## config.mk

```make
export PLATFORM = sky130hd
export DESIGN_NAME = slave_spi_rx_flat
export DESIGN_NICKNAME = d
export VERILOG_FILES = /design/src/rtl/spi_pkg.sv /design/src/rtl/slave_spi_rx_if.sv /design/src/rtl/spi_rx_fifo.sv /design/src/rtl/slave_spi_rx.sv /design/src/flat_wrapper.sv
export SDC_FILE = /design/constraint.sdc
export NUM_CORES = 1
export LEC_CHECK = 0
export ABC_AREA = 0
export CAP_MARGIN = 20
export CORE_ASPECT_RATIO = 0.9
export CORE_UTILIZATION = 36
export CTS_BUF_LIST = sky130_fd_sc_hd__clkbuf_2
export CTS_CLUSTER_DIAMETER = 200
export DETAILED_ROUTE_END_ITERATION = 6
export HOLD_SLACK_MARGIN = 0.05
export SLEW_MARGIN = 5
export SYNTH_ARGS = -nofsm -noshare
export SYNTH_HDL_FRONTEND = slang
export SYNTH_HIERARCHICAL = 1
export SYNTH_SLANG_ARGS = --single-unit
```

## constraint.sdc

```tcl
create_clock -name clk -period 4.41 [get_ports clk]
set_input_delay 0.441 -clock clk [delete_from_list [all_inputs] [get_ports clk]]
set_output_delay 0.441 -clock clk [all_outputs]
set_load 0.1 [all_outputs]
```

## src/rtl/spi_pkg.sv

```systemverilog
// Shared definitions for the inter-node SPI receive path.
// SLAVE_SPI_RX_PARITY_EN selects a trailing even-parity bit per frame.
package spi_pkg;

  localparam int WORD_W = 32;

  typedef enum logic [1:0] {
    IDLE  = 2'd0,
    SHIFT = 2'd1,
    DONE  = 2'd2
  } rx_state_t;

`ifdef SLAVE_SPI_RX_PARITY_EN
  localparam int PARITY_BITS = 1;
`else
  localparam int PARITY_BITS = 0;
`endif

endpackage

```

## src/rtl/slave_spi_rx_if.sv

```systemverilog
// Serial link inputs plus the receive-queue side of slave_spi_rx.
interface slave_spi_rx_if
  import spi_pkg::*;
#(
  parameter int WIDTH = WORD_W,
  parameter int DEPTH = 4
);
  logic                     sclk_in;
  logic                     cs_in;
  logic                     sdata_in;
  logic                     pop;
  logic [WIDTH-1:0]         data_out;
  logic                     check_out;
  logic [$clog2(DEPTH):0]   count;
  logic                     frame_err;
  logic                     overflow;

  modport slave (
    input  sclk_in, cs_in, sdata_in, pop,
    output data_out, check_out, count, frame_err, overflow
  );

  modport master (
    output sclk_in, cs_in, sdata_in, pop,
    input  data_out, check_out, count, frame_err, overflow
  );
endinterface

```

## src/rtl/spi_rx_fifo.sv

```systemverilog
// Synchronous first-word-fall-through FIFO; head reads as zero while empty.
module spi_rx_fifo #(
  parameter int WIDTH = 32,
  parameter int DEPTH = 4
) (
  input  logic                   clk,
  input  logic                   rst,
  input  logic                   push,
  input  logic                   pop,
  input  logic [WIDTH-1:0]       wdata,
  output logic [WIDTH-1:0]       rdata,
  output logic                   full,
  output logic                   empty,
  output logic [$clog2(DEPTH):0] count
);
  localparam int AW = $clog2(DEPTH);

  logic [WIDTH-1:0] mem [DEPTH];
  logic [AW-1:0]    rd_ptr;
  logic [AW-1:0]    wr_ptr;
  logic [AW:0]      cnt;
  logic             do_push;
  logic             do_pop;

  assign empty   = (cnt == '0);
  assign full    = (cnt == (AW+1)'(DEPTH));
  assign do_pop  = pop & ~empty;
  // A pop frees the slot a simultaneous push needs when full.
  assign do_push = push & (~full | do_pop);
  assign count   = cnt;
  assign rdata   = empty ? '0 : mem[rd_ptr];

  always_ff @(posedge clk) begin
    if (rst) begin
      rd_ptr <= '0;
      wr_ptr <= '0;
      cnt    <= '0;
    end else begin
      if (do_push) wr_ptr <= wr_ptr + 1'b1;
      if (do_pop)  rd_ptr <= rd_ptr + 1'b1;
      cnt <= cnt + (AW+1)'(do_push) - (AW+1)'(do_pop);
    end
  end

  always_ff @(posedge clk) begin
    if (do_push) mem[wr_ptr] <= wdata;
  end
endmodule

```

## src/rtl/slave_spi_rx.sv

```systemverilog
// SPI slave receiver: synchronise, detect sclk rise, deserialise one word per cs frame, queue it.
// SLAVE_SPI_RX_PARITY_EN adds an even-parity bit after the word.
module slave_spi_rx
  import spi_pkg::*;
#(
  parameter int WIDTH = WORD_W,
  parameter int DEPTH = 4
) (
  input logic           clk,
  input logic           rst,
  slave_spi_rx_if.slave bus
);
  localparam int CNT_W = $clog2(WIDTH) + 1;
  localparam logic [CNT_W-1:0] FRAME_LEN = CNT_W'(WIDTH + PARITY_BITS);

  logic sclk_p0, sclk_p1, sclk_p2;
  logic cs_p0, cs_p1;
  logic sdata_p0, sdata_p1;
  logic rise;

  rx_state_t        state_q, state_d;
  logic [CNT_W-1:0] bit_cnt;
  logic [WIDTH-1:0] sr;
  logic             extra_q;
  logic             parity_ok;
  logic             push, ferr, clear, shift_en, mark_extra;
  logic             full, empty;

  // Synchroniser stage, plus one delayed sclk copy for edge detection
  always_ff @(posedge clk) begin
    if (rst) begin
      sclk_p0 <= 1'b0;
      sclk_p1 <= 1'b0;
      sclk_p2 <= 1'b0;
      cs_p0   <= 1'b0;
      cs_p1   <= 1'b0;
    end else begin
      sclk_p0 <= bus.sclk_in;
      sclk_p1 <= sclk_p0;
      sclk_p2 <= sclk_p1;
      cs_p0   <= bus.cs_in;
      cs_p1   <= cs_p0;
    end
  end

  always_ff @(posedge clk) begin
    sdata_p0 <= bus.sdata_in;
    sdata_p1 <= sdata_p0;
  end

  assign rise = sclk_p1 & ~sclk_p2;

  // Frame FSM stage
  always_ff @(posedge clk) begin
    if (rst) state_q <= IDLE;
    else     state_q <= state_d;
  end

  always_comb begin
    state_d    = state_q;
    push       = 1'b0;
    ferr       = 1'b0;
    clear      = 1'b0;
    shift_en   = 1'b0;
    mark_extra = 1'b0;
    case (state_q)
      IDLE: begin
        if (cs_p1) begin
          clear   = 1'b1;
          state_d = SHIFT;
        end
      end
      SHIFT: begin
        if (bit_cnt == FRAME_LEN) begin
          push    = parity_ok;
          ferr    = ~parity_ok;
          state_d = DONE;
        end else if (!cs_p1) begin
          ferr    = 1'b1;
          state_d = IDLE;
        end else if (rise) begin
          shift_en = 1'b1;
        end
      end
      DONE: begin
        mark_extra = rise;
        if (!cs_p1) begin
          ferr    = extra_q | rise;
          state_d = IDLE;
        end
      end
      default: state_d = IDLE;
    endcase
  end

  always_ff @(posedge clk) begin
    if (rst) begin
      bit_cnt <= '0;
      extra_q <= 1'b0;
    end else if (clear) begin
      bit_cnt <= '0;
      extra_q <= 1'b0;
    end else begin
      if (shift_en)   bit_cnt <= bit_cnt + 1'b1;
      if (mark_extra) extra_q <= 1'b1;
    end
  end

`ifdef SLAVE_SPI_RX_PARITY_EN
  logic par_q;

  // The bit after the word lands in par_q so sr keeps the word intact.
  always_ff @(posedge clk) begin
    if (clear) begin
      sr    <= '0;
      par_q <= 1'b0;
    end else if (shift_en) begin
      if (bit_cnt == CNT_W'(WIDTH)) par_q <= sdata_p1;
      else                          sr    <= {sr[WIDTH-2:0], sdata_p1};
    end
  end

  assign parity_ok = ~^{sr, par_q};
`else
  always_ff @(posedge clk) begin
    if (clear)         sr <= '0;
    else if (shift_en) sr <= {sr[WIDTH-2:0], sdata_p1};
  end

  assign parity_ok = 1'b1;
`endif

  // Output queue stage
  spi_rx_fifo #(
    .WIDTH (WIDTH),
    .DEPTH (DEPTH)
  ) u_fifo (
    .clk   (clk),
    .rst   (rst),
    .push  (push),
    .pop   (bus.pop),
    .wdata (sr),
    .rdata (bus.data_out),
    .full  (full),
    .empty (empty),
    .count (bus.count)
  );

  assign bus.check_out = ~empty;
  assign bus.frame_err = ferr;
  assign bus.overflow  = push & full & ~(bus.pop & ~empty);
endmodule

```

## src/flat_wrapper.sv

```systemverilog
// flat-port wrapper written by rule: the top's interface ports become plain ports
module slave_spi_rx_flat import spi_pkg::*;
#(
  parameter int WIDTH = WORD_W,
  parameter int DEPTH = 4
)
  (clk, rst, bus_sclk_in, bus_cs_in, bus_sdata_in, bus_pop, bus_data_out, bus_check_out, bus_count, bus_frame_err, bus_overflow);
  slave_spi_rx_if #(.WIDTH(WIDTH), .DEPTH(DEPTH)) bus_i ();
  input logic clk;
  input logic rst;
  input wire logic [$bits(bus_i.sclk_in)-1:0] bus_sclk_in;
  input wire logic [$bits(bus_i.cs_in)-1:0] bus_cs_in;
  input wire logic [$bits(bus_i.sdata_in)-1:0] bus_sdata_in;
  input wire logic [$bits(bus_i.pop)-1:0] bus_pop;
  output wire logic [$bits(bus_i.data_out)-1:0] bus_data_out;
  output wire logic [$bits(bus_i.check_out)-1:0] bus_check_out;
  output wire logic [$bits(bus_i.count)-1:0] bus_count;
  output wire logic [$bits(bus_i.frame_err)-1:0] bus_frame_err;
  output wire logic [$bits(bus_i.overflow)-1:0] bus_overflow;
  assign bus_i.sclk_in = bus_sclk_in;
  assign bus_i.cs_in = bus_cs_in;
  assign bus_i.sdata_in = bus_sdata_in;
  assign bus_i.pop = bus_pop;
  assign bus_data_out = bus_i.data_out;
  assign bus_check_out = bus_i.check_out;
  assign bus_count = bus_i.count;
  assign bus_frame_err = bus_i.frame_err;
  assign bus_overflow = bus_i.overflow;
  slave_spi_rx #(.WIDTH(WIDTH), .DEPTH(DEPTH)) u_core (.clk(clk), .rst(rst), .bus(bus_i));
endmodule
```

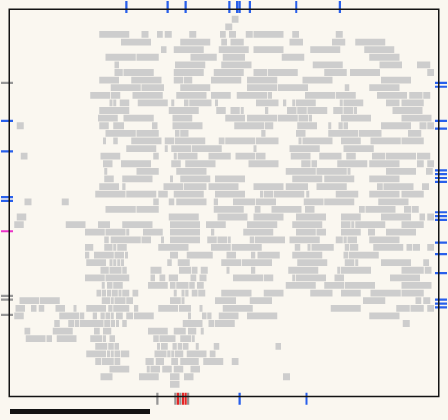
(images/pinout.png)
The bar under the picture is 50 um long. Pins as bars across the die edge, other pins in grey.
legend:
  bus_data_out:
    colour: blue
    pins: 32
    direction: output
    edge: 17 right, 9 top, 4 left, 2 bottom
  bus_count:
    colour: red
    pins: 3
    direction: output
    edge: bottom
  bus_sdata_in:
    colour: magenta
    pins: 1
    direction: input
    edge: left
all pins by edge: 17 right, 9 bottom, 9 left, 9 top
die height: 138 um
Port Buffer Count: 43
Die Span X: 153 um

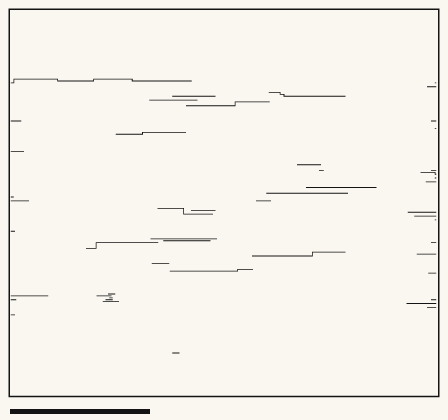
(images/m3.png)
The bar under the picture is 50 um long.
nets with wire on the layer: 41
wire length on this layer: 532 um
share of all routed wire: 4.2%

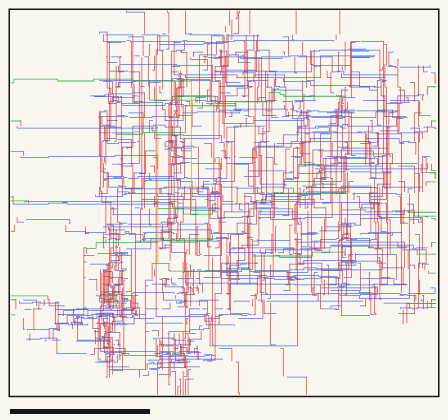
(images/layers.png)
The bar under the picture is 50 um long.
legend:
  M3:
    colour: green
    wire_length: 532 um
  M4:
    colour: orange
    wire_length: 93.2 um
  M1:
    colour: blue
    wire_length: 5,960 um
  M2:
    colour: red
    wire_length: 6,140 um
Routed WL per cell: 16.7 um
global router's overall resource usage: 0.131

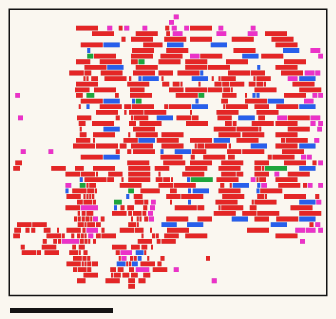
(images/sizing.png)
The bar under the picture is 50 um long.
legend:
  x3 and x4:
    colour: magenta
    cells: 60
    share: 12%
  x6 and larger:
    colour: green
    cells: 10
    share: 2.0%
  x2:
    colour: blue
    cells: 54
    share: 11%
  x1 and smaller:
    colour: red
    cells: 383
    share: 76%

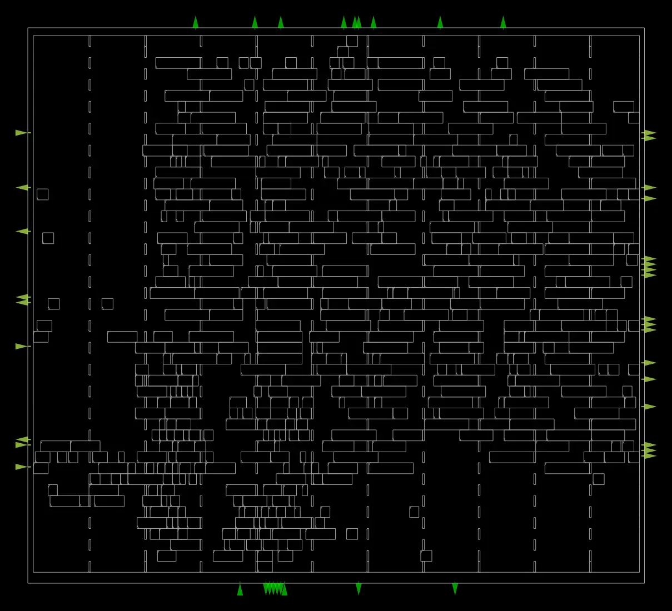
(images/placed.png)
area of the placeable core: 0.0200 mm^2
sequential portion of the cell area: 0.605
flip-flops: 185
count of filler cells inserted in the layout: 1,812

==> flow_summary.ini <==
; synthesis and place-and-route metrics
[run_status]
run_status = completed

[logic_synthesis]
synthMuxAreaShare = 0.147
synth_area_leader_cell = sky130_fd_sc_hd__edfxtp_1
ys_cells = 440

[sta]
hold_viol_final = 0
timing.fmax_mhz = 271

[grt]
grt_pass1_vias = 3796
groute.layer.met3.usage = 0.0413
gr-usage-met2 = 0.213

[setup_path]
crit_path_capture_type = primary output
timing.critical_path.to = bus_overflow

[detailed_routing]
route.final.wire_length_mm = 12.7

[cts]
ctsResizeCount = 0
setup_fix_buffers_added_after_clock_tree_synthesis = 0
clk_transition_reported_paths_ns = 0.24

[finish]
final_layout_size_suffix_gt1_frac = 0.245
largest_register_ffs = 128

[power_and_ir_drop]
pwr.group.sequential_mw = 1.94
maxPowerGroup = sequential cells
power.switching_fraction = 0.378
